File: src/rtl/arc4_pkg.sv
// Shared ARC4 types: S-box geometry, byte type and the key-scheduling state encoding.
package arc4_pkg;

  localparam int unsigned SBOX_SIZE = 256;
  localparam int unsigned BYTE_W    = 8;

  typedef logic [BYTE_W-1:0] byte_t;

  typedef enum logic [2:0] {
    IDLE = 3'd0,
    RD_I = 3'd1,
    RD_J = 3'd2,
    WR_I = 3'd3,
    WR_J = 3'd4
  } ksa_state_t;

endpackage

File: src/rtl/ksa_key_sel.sv
// Captured cipher key plus the wrapping key-byte index k; presents key byte k.
module ksa_key_sel
  import arc4_pkg::*;
#(
  parameter int unsigned KEY_LEN = 3
) (
  input  logic                 clk,
  input  logic                 rst,
  input  logic                 load,
  input  logic                 advance,
  input  logic                 clear,
  input  logic [8*KEY_LEN-1:0] key,
  output byte_t                keybyte
);

  localparam int unsigned KW = (KEY_LEN > 1) ? $clog2(KEY_LEN) : 1;

  logic [8*KEY_LEN-1:0] key_q, key_d;
  logic [KW-1:0]        k_q, k_d;

  // Counter wraps by compare, so no modulo hardware is needed.
  always_comb begin
    key_d = key_q;
    k_d   = k_q;
    if (load) key_d = key;
    if (clear) begin
      k_d = '0;
    end else if (advance) begin
      k_d = (k_q == KW'(KEY_LEN - 1)) ? '0 : k_q + KW'(1);
    end
  end

  // Byte 0 is the most-significant byte of the key.
  always_comb begin
    keybyte = '0;
    for (int unsigned m = 0; m < KEY_LEN; m++) begin
      if (k_q == KW'(m)) keybyte = key_q[8*(KEY_LEN-m)-1 -: 8];
    end
  end

  always_ff @(posedge clk) begin
    if (rst) begin
      key_q <= '0;
      k_q   <= '0;
    end else begin
      key_q <= key_d;
      k_q   <= k_d;
    end
  end

endmodule

File: src/rtl/ksa.sv
// ARC4 key-scheduling pass over a synchronous-read S-box RAM.
// Build option KSA_SKIP_SELF_SWAP_EN skips the write pair when j == i.
module ksa
  import arc4_pkg::*;
#(
  parameter int unsigned KEY_LEN = 3
) (
  input  logic                 clk,
  input  logic                 rst,
  input  logic                 en,
  output logic                 rdy,
  input  logic [8*KEY_LEN-1:0] key,
  output logic [7:0]           addr,
  input  logic [7:0]           rddata,
  output logic [7:0]           wrdata,
  output logic                 wren
);

  ksa_state_t state_q, state_d;
  byte_t      i_q, i_d;
  byte_t      j_q, j_d;
  byte_t      si_q, si_d;
  byte_t      j_next_c;
  byte_t      keybyte;
  logic       load_c, clear_c, advance_c;
  logic       last_c;

  ksa_key_sel #(.KEY_LEN(KEY_LEN)) u_key_sel (
    .clk     (clk),
    .rst     (rst),
    .load    (load_c),
    .advance (advance_c),
    .clear   (clear_c),
    .key     (key),
    .keybyte (keybyte)
  );

  assign last_c = (i_q == byte_t'(SBOX_SIZE - 1));

  // RAM port is driven straight from state so read data can be consumed the cycle it arrives.
  always_comb begin
    state_d   = state_q;
    i_d       = i_q;
    j_d       = j_q;
    si_d      = si_q;
    addr      = '0;
    wrdata    = '0;
    wren      = 1'b0;
    rdy       = 1'b0;
    load_c    = 1'b0;
    clear_c   = 1'b0;
    advance_c = 1'b0;
    j_next_c  = j_q + rddata + keybyte;
    case (state_q)
      IDLE: begin
        rdy = 1'b1;
        if (en) begin
          load_c  = 1'b1;
          clear_c = 1'b1;
          i_d     = '0;
          j_d     = '0;
          state_d = RD_I;
        end
      end
      RD_I: begin
        addr    = i_q;
        state_d = RD_J;
      end
      RD_J: begin
        si_d    = rddata;
        j_d     = j_next_c;
        addr    = j_next_c;
        state_d = WR_I;
`ifdef KSA_SKIP_SELF_SWAP_EN
        if (j_next_c == i_q) begin
          i_d       = i_q + byte_t'(1);
          advance_c = 1'b1;
          state_d   = last_c ? IDLE : RD_I;
        end
`endif
      end
      WR_I: begin
        addr    = i_q;
        wrdata  = rddata;
        wren    = 1'b1;
        state_d = WR_J;
      end
      WR_J: begin
        addr      = j_q;
        wrdata    = si_q;
        wren      = 1'b1;
        i_d       = i_q + byte_t'(1);
        advance_c = 1'b1;
        state_d   = last_c ? IDLE : RD_I;
      end
      default: state_d = IDLE;
    endcase
  end

  always_ff @(posedge clk) begin
    if (rst) begin
      state_q <= IDLE;
      i_q     <= '0;
      j_q     <= '0;
      si_q    <= '0;
    end else begin
      state_q <= state_d;
      i_q     <= i_d;
      j_q     <= j_d;
      si_q    <= si_d;
    end
  end

endmodule
File: config.mk
export PLATFORM = sky130hd
export DESIGN_NAME = ksa
export DESIGN_NICKNAME = d
export VERILOG_FILES = /design/src/rtl/arc4_pkg.sv /design/src/rtl/ksa_key_sel.sv /design/src/rtl/ksa.sv
export SDC_FILE = /design/constraint.sdc
export NUM_CORES = 1
export LEC_CHECK = 0
export CORE_AREA = 2 2 111 113
export CTS_CLUSTER_SIZE = 28
export DETAILED_ROUTE_END_ITERATION = 7
export DIE_AREA = 0 0 113 115
export DONT_BUFFER_PORTS = 1
export GPL_ROUTABILITY_DRIVEN = 0
export PLACE_DENSITY = 0.34
export SYNTH_ARGS = -nofsm -noshare
export SYNTH_HDL_FRONTEND = slang
export SYNTH_HIERARCHICAL = 1
export SYNTH_SLANG_ARGS = --single-unit
File: constraint.sdc
create_clock -name clk -period 10.79 [get_ports clk]
set_clock_uncertainty 0.05 [all_clocks]
set_input_delay 3.237 -clock clk [delete_from_list [all_inputs] [get_ports clk]]
set_output_delay 3.237 -clock clk [all_outputs]
set_load 0.01 [all_outputs]
final_clocks.png
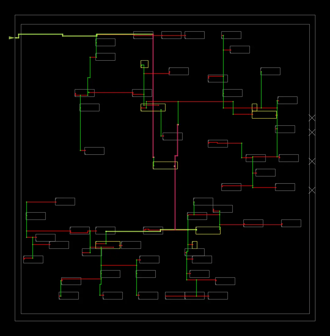
flop count: 53
Clock Latency Late Sink: 0.30 ns
total CTS buffers: 5
clock tree sinks: 53

clock_map.png
Scale: 4 px per um.
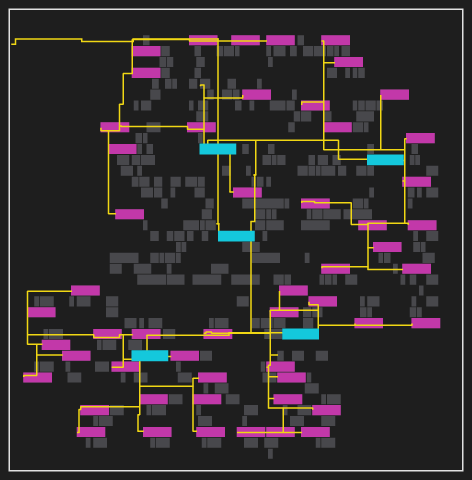
[yellow] clock wires | length: 856 um
[cyan] cells driving clock nets | count: 5
[magenta] flip-flops | count: 53
routed clock nets: 6
flops lie: all over the die

cell_classes.png
Scale: 3 px per um. Fill, decap, tap and diode cells in gray.
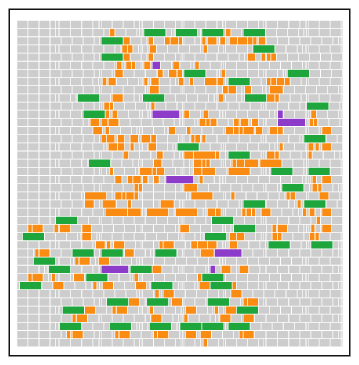
[orange] all other logic | cells: 249 | share of their area: 59%
[green] flip-flops | cells: 53 | share of their area: 36%
[purple] clock drivers and dummy loads | cells: 8 | share of their area: 4.9%

==> flow_summary.json <==
{
  "standby_leakage_power_nw": 1.12,
  "yosysTopAreaCellShare_pct": 36.6,
  "count_of_library_flops_with_an_enable_pin": 0,
  "global_route.usage.met2_pct": 19.2,
  "r2r_depth": 11,
  "route.met3.wl_um": 436,
  "cts_hold_buf": 0,
  "worst_ep_required_time_ns": 7.50,
  "ys.flops": 53,
  "largest_register": "u_key_sel/key_q",
  "hold_viol": 0,
  "synth_cells": 323,
  "maxCapViolCount": 0,
  "fillers": 1267,
  "warning_count": 26,
  "violations": "design-rule violations",
  "critPathSlowestCell": "sky130_fd_sc_hd__fa_1",
  "die_area_mm2": 0.0130,
  "synthToLayoutAreaGrowth_pct": 7.00,
  "grt.overflow.total": 0,
  "post_synth.cell_area_avg_um2": 8.96,
  "synth-warning-count": 6,
  "final_max_slew_violation_tally": 0,
  "floorplan.core_area_mm2": 0.0118,
  "worstSetupEndpointType": "primary output",
  "max_stage_delay_ns": 0.53,
  "global_route.peak_usage_layer": "met2",
  "outcome": "finished, violations left",
  "crit_arrival_ns": 5.30,
  "p_int_mw": 0.334,
  "drt_drc_violations_left": 4,
  "grt_use_total_pct": 12.4,
  "cts.reportedPaths.clkPinSlew_ns": 0.07,
  "crit_path_from": "rddata[1]",
  "netlist.top_cell.by_area": "sky130_fd_sc_hd__dfxtp_1",
  "io-pin-count": 53,
  "floorplan.rows": 40,
  "timing.slew.headroom_pct": 38.3,
  "synth_simple_gate_area_share_pct": 18.5,
  "diodes": 0,
  "fin_crit_sh_pct": 79.6,
  "gr-usage-met1_pct": 16.7,
  "finalInstanceArea_mm2": 0.00310,
  "antenna_found_initial": 0,
  "detailed_place.area_mm2": 0.00296,
  "worstHoldStart": "si_q[5]$_SDFFE_PP0P_",
  "synth_area_mm2": 0.00290
}
-- synth_stat cells (2+ instances only) --
master	count
sky130_fd_sc_hd__a22o_1	8
sky130_fd_sc_hd__and2_1	3
sky130_fd_sc_hd__clkbuf_1	7
sky130_fd_sc_hd__nor3_1	4
sky130_fd_sc_hd__fa_1	8
sky130_fd_sc_hd__nand3b_1	6
sky130_fd_sc_hd__o21ai_1	11
sky130_fd_sc_hd__a22oi_1	9
sky130_fd_sc_hd__ha_1	7
sky130_fd_sc_hd__buf_2	7
sky130_fd_sc_hd__mux2i_1	33
sky130_fd_sc_hd__a211oi_1	5
sky130_fd_sc_hd__xor2_1	2
sky130_fd_sc_hd__nor2_1	44
sky130_fd_sc_hd__nor2b_1	2
sky130_fd_sc_hd__inv_1	4
sky130_fd_sc_hd__buf_6	3
sky130_fd_sc_hd__o21a_1	2
sky130_fd_sc_hd__a21oi_1	22
sky130_fd_sc_hd__nand2_1	30
sky130_fd_sc_hd__o21ai_0	2
sky130_fd_sc_hd__nand3_1	3
sky130_fd_sc_hd__nand2b_1	3
sky130_fd_sc_hd__or3_1	2
sky130_fd_sc_hd__o2bb2ai_1	8
sky130_fd_sc_hd__a31oi_1	3
sky130_fd_sc_hd__dfxtp_1	53
sky130_fd_sc_hd__nor2_2	3
sky130_fd_sc_hd__and3_1	2
sky130_fd_sc_hd__buf_4	4
sky130_fd_sc_hd__xnor2_1	4
-- cell type report --
cell class / instances / area (um2) / share of cell area [%]
multi-input combinational: 244 / 1690 / 54.6
clock buffer: 5 / 125 / 4.04
clock inverter: 3 / 17.5 / 0.565
inverter: 5 / 18.8 / 0.606
sequential: 53 / 1060 / 34.2
tap: 147 / 184 / 5.94
